[config.mk]
export PLATFORM = sky130hd
export DESIGN_NAME = mylogic
export DESIGN_NICKNAME = d
export VERILOG_FILES = /design/src/rtl/mylogic_pkg.sv /design/src/rtl/mylogic_lut3.sv /design/src/rtl/mylogic.sv
export SDC_FILE = /design/constraint.sdc
export NUM_CORES = 1
export LEC_CHECK = 0
export CAP_MARGIN = 25
export CORE_AREA = 4 4 51 53
export DETAILED_ROUTE_END_ITERATION = 8
export DIE_AREA = 0 0 55 57
export GPL_ROUTABILITY_DRIVEN = 0
export PLACE_DENSITY = 0.55
export SYNTH_ARGS = -nofsm -noshare
export SYNTH_HDL_FRONTEND = slang
export SYNTH_SLANG_ARGS = --single-unit
export TNS_END_PERCENT = 5
[constraint.sdc]
create_clock -name clk -period 1.7 [get_ports clk]
set_clock_uncertainty 0.15 [all_clocks]
set_input_delay 0.34 -clock clk [delete_from_list [all_inputs] [get_ports clk]]
set_output_delay 0.34 -clock clk [all_outputs]
set_load 0.05 [all_outputs]
[src/rtl/mylogic_pkg.sv]
// Shared constants for the mylogic table-lookup block: default truth tables,
// index width, and the one-hot helper used for minterm coverage tracking.
package mylogic_pkg;

  localparam int IDX_W   = 3;
  localparam int TABLE_W = 1 << IDX_W;

  localparam logic [TABLE_W-1:0] MAJ3_TABLE = 8'hE8;
  localparam logic [TABLE_W-1:0] XOR3_TABLE = 8'h96;

  function automatic logic [TABLE_W-1:0] onehot_idx(input logic [IDX_W-1:0] idx);
    return TABLE_W'(1) << idx;
  endfunction

endpackage

[src/rtl/mylogic_lut3.sv]
// Purely combinational 8-entry truth-table lookup; the bit of TABLE selected
// by idx is the result. No state lives here.
module lut3
  import mylogic_pkg::*;
#(
  parameter logic [TABLE_W-1:0] TABLE = MAJ3_TABLE
) (
  input  logic [IDX_W-1:0] idx,
  output logic             o
);

  assign o = TABLE[idx];

endmodule

[src/rtl/mylogic.sv]
// Registered 3-input truth-table evaluator with sticky minterm coverage.
// x/y are one-cycle-latency lookups of {A,B,C}; all flops live here.
module mylogic
  import mylogic_pkg::*;
#(
  parameter logic [TABLE_W-1:0] X_TABLE = MAJ3_TABLE,
  parameter logic [TABLE_W-1:0] Y_TABLE = XOR3_TABLE
) (
  input  logic               clk,
  input  logic               rst,
  input  logic               A,
  input  logic               B,
  input  logic               C,
  output logic               x,
  output logic               y,
  output logic               out_valid,
  output logic [TABLE_W-1:0] minterm_seen,
  output logic               all_seen
);

  logic [IDX_W-1:0]   idx;
  logic               x_lut, y_lut;

  logic               x_q, x_d;
  logic               y_q, y_d;
  logic               out_valid_q, out_valid_d;
  logic [TABLE_W-1:0] minterm_seen_q, minterm_seen_d;
  logic               all_seen_q, all_seen_d;

  assign idx = {A, B, C};

  lut3 #(.TABLE(X_TABLE)) u_lut_x (
    .idx (idx),
    .o   (x_lut)
  );

  lut3 #(.TABLE(Y_TABLE)) u_lut_y (
    .idx (idx),
    .o   (y_lut)
  );

  // all_seen looks at the coverage including this edge's index so it rises
  // on the same edge that records the last missing combination.
  always_comb begin
    x_d            = x_lut;
    y_d            = y_lut;
    out_valid_d    = 1'b1;
    minterm_seen_d = minterm_seen_q | onehot_idx(idx);
    all_seen_d     = all_seen_q | (&minterm_seen_d);
  end

  always_ff @(posedge clk) begin
    if (rst) begin
      x_q            <= 1'b0;
      y_q            <= 1'b0;
      out_valid_q    <= 1'b0;
      minterm_seen_q <= '0;
      all_seen_q     <= 1'b0;
    end else begin
      x_q            <= x_d;
      y_q            <= y_d;
      out_valid_q    <= out_valid_d;
      minterm_seen_q <= minterm_seen_d;
      all_seen_q     <= all_seen_d;
    end
  end

  assign x            = x_q;
  assign y            = y_q;
  assign out_valid    = out_valid_q;
  assign minterm_seen = minterm_seen_q;
  assign all_seen     = all_seen_q;

endmodule

Figure 1. Clock network drawn from the DEF.
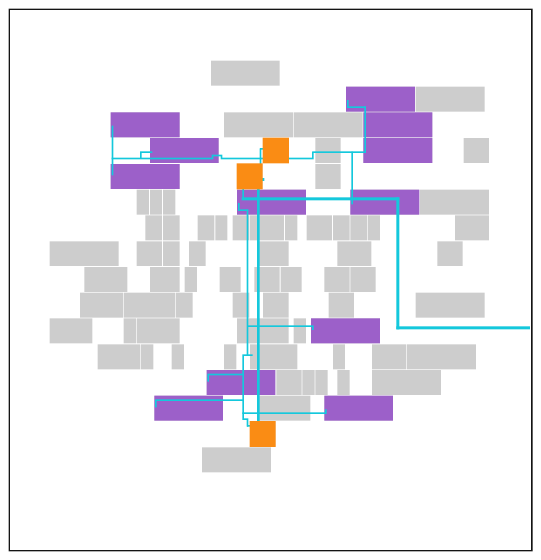
- orange: cells driving clock nets (count 3)
- cyan: clock wires (length 183 um)
- purple: flip-flops (count 12)
- routed clock nets: 4

Figure 2. Cells by drive strength.
The bar under the picture is 20 um long.
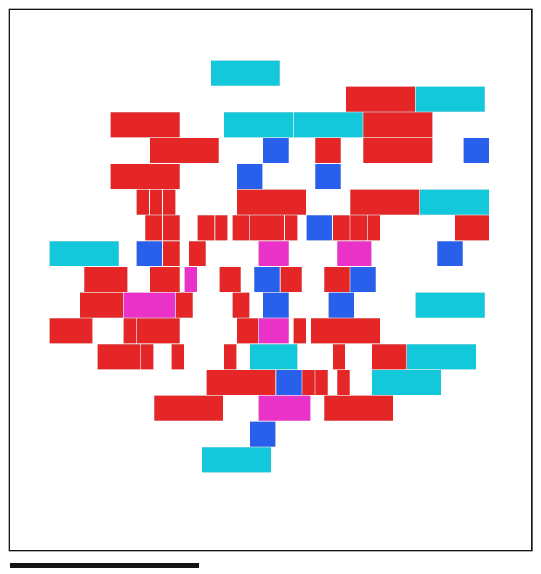
- cyan: drive 6 and up (cells 11; share 14%; most used buf_12)
- red: drive 1 or less (cells 51; share 63%; most used dfxtp_1)
- blue: drive 3 to 4 (cells 13; share 16%; most used buf_4)
- magenta: drive 2 (cells 6; share 7.4%; most used a21oi_2)

-- layer usage --
metal	vias up	routed length, um	global-route usage (%)	share of wire [%]
met5	-	0	0	0
met4	0	39	7.29	3.4
li1	235	-	-	-
met1	188	488	11.2	42
met2	15	506	13.5	44
met3	4	119	2.61	10
-- layout make-up --
class                           count  area (um^2)  share of cell area, %
Inverter                            5         18.8                   2.11
Timing Repair Buffer               24          320                   36.0
Sequential cell                    12          240                   27.0
Multi-Input combinational cell     36          239                   26.9
Tap cell                           28         35.0                   3.94
Clock buffer                        4         36.3                   4.08
==> out/results.tsv <==
metric	value	unit
Rel. slew slack	84.9	%
Tot Pwr	0.000720	W
Fill cells	224	
Worst Hold Path EP	minterm_seen[0]$_SDFF_PP0_	
status	finished, final reports clean	
Main area contributors	dfxtp_1 47%, ha_1 9.8%, nor2_1 7.3%, a21oi_1 5.9%, a21oi_2 3.4%	
H-tree Lvls	1	
initial antenna violation count	0	
CP Data Arrival Time	1470	ps
Final Hold Vio Count	0	
Rows	17	
DRC violations left	0	
clock sink count	12	
Reg2Reg Setup Slack	500	ps
commonest cells in the synthesized netlist	12 x dfxtp_1, 10 x nor2_1, 6 x a21oi_1, 4 x ha_1, 4 x inv_1	
Synth mux share	0	%
Buf+Inv Stages, Crit Path	1	
Syn Nets	64	
Finish-stage setup viols	0	
min Tclk post-route	1450	ps
I/O pins	17	
Synth area leader	dfxtp_1	
Worst Hold Class	flip-flop to flip-flop	
period utilization	85.2	%
cells along the critical path	clkdlybuf4s50_1 -> nor2b_1 -> o21ai_1 -> a21oi_2 -> a32o_1	
Top delay family on crit path	buffers and inverters	
sequential power	0.000314	W
cts repair resizes	0	
Top power group	sequential cells	
Post-synth seq share	46.9	%
yosys stat cell total	55	
Switching Share	28.8	%
Die W	55	um
Total Nets Final	91	
Clk network pwr share	31.5	%
RSZ-0062 raised after global routing	no	
dpl cell area	846	um^2
DR WL/cell	10.6	um
1st-pass router iterations	4	
post-place setup slack	-293	ps
reg2reg start	minterm_seen[6]$_SDFF_PP0_	
MaxCap Viol Count	0	
Reg power frac	43.7	%
Power and IR drop assume default switching activity.
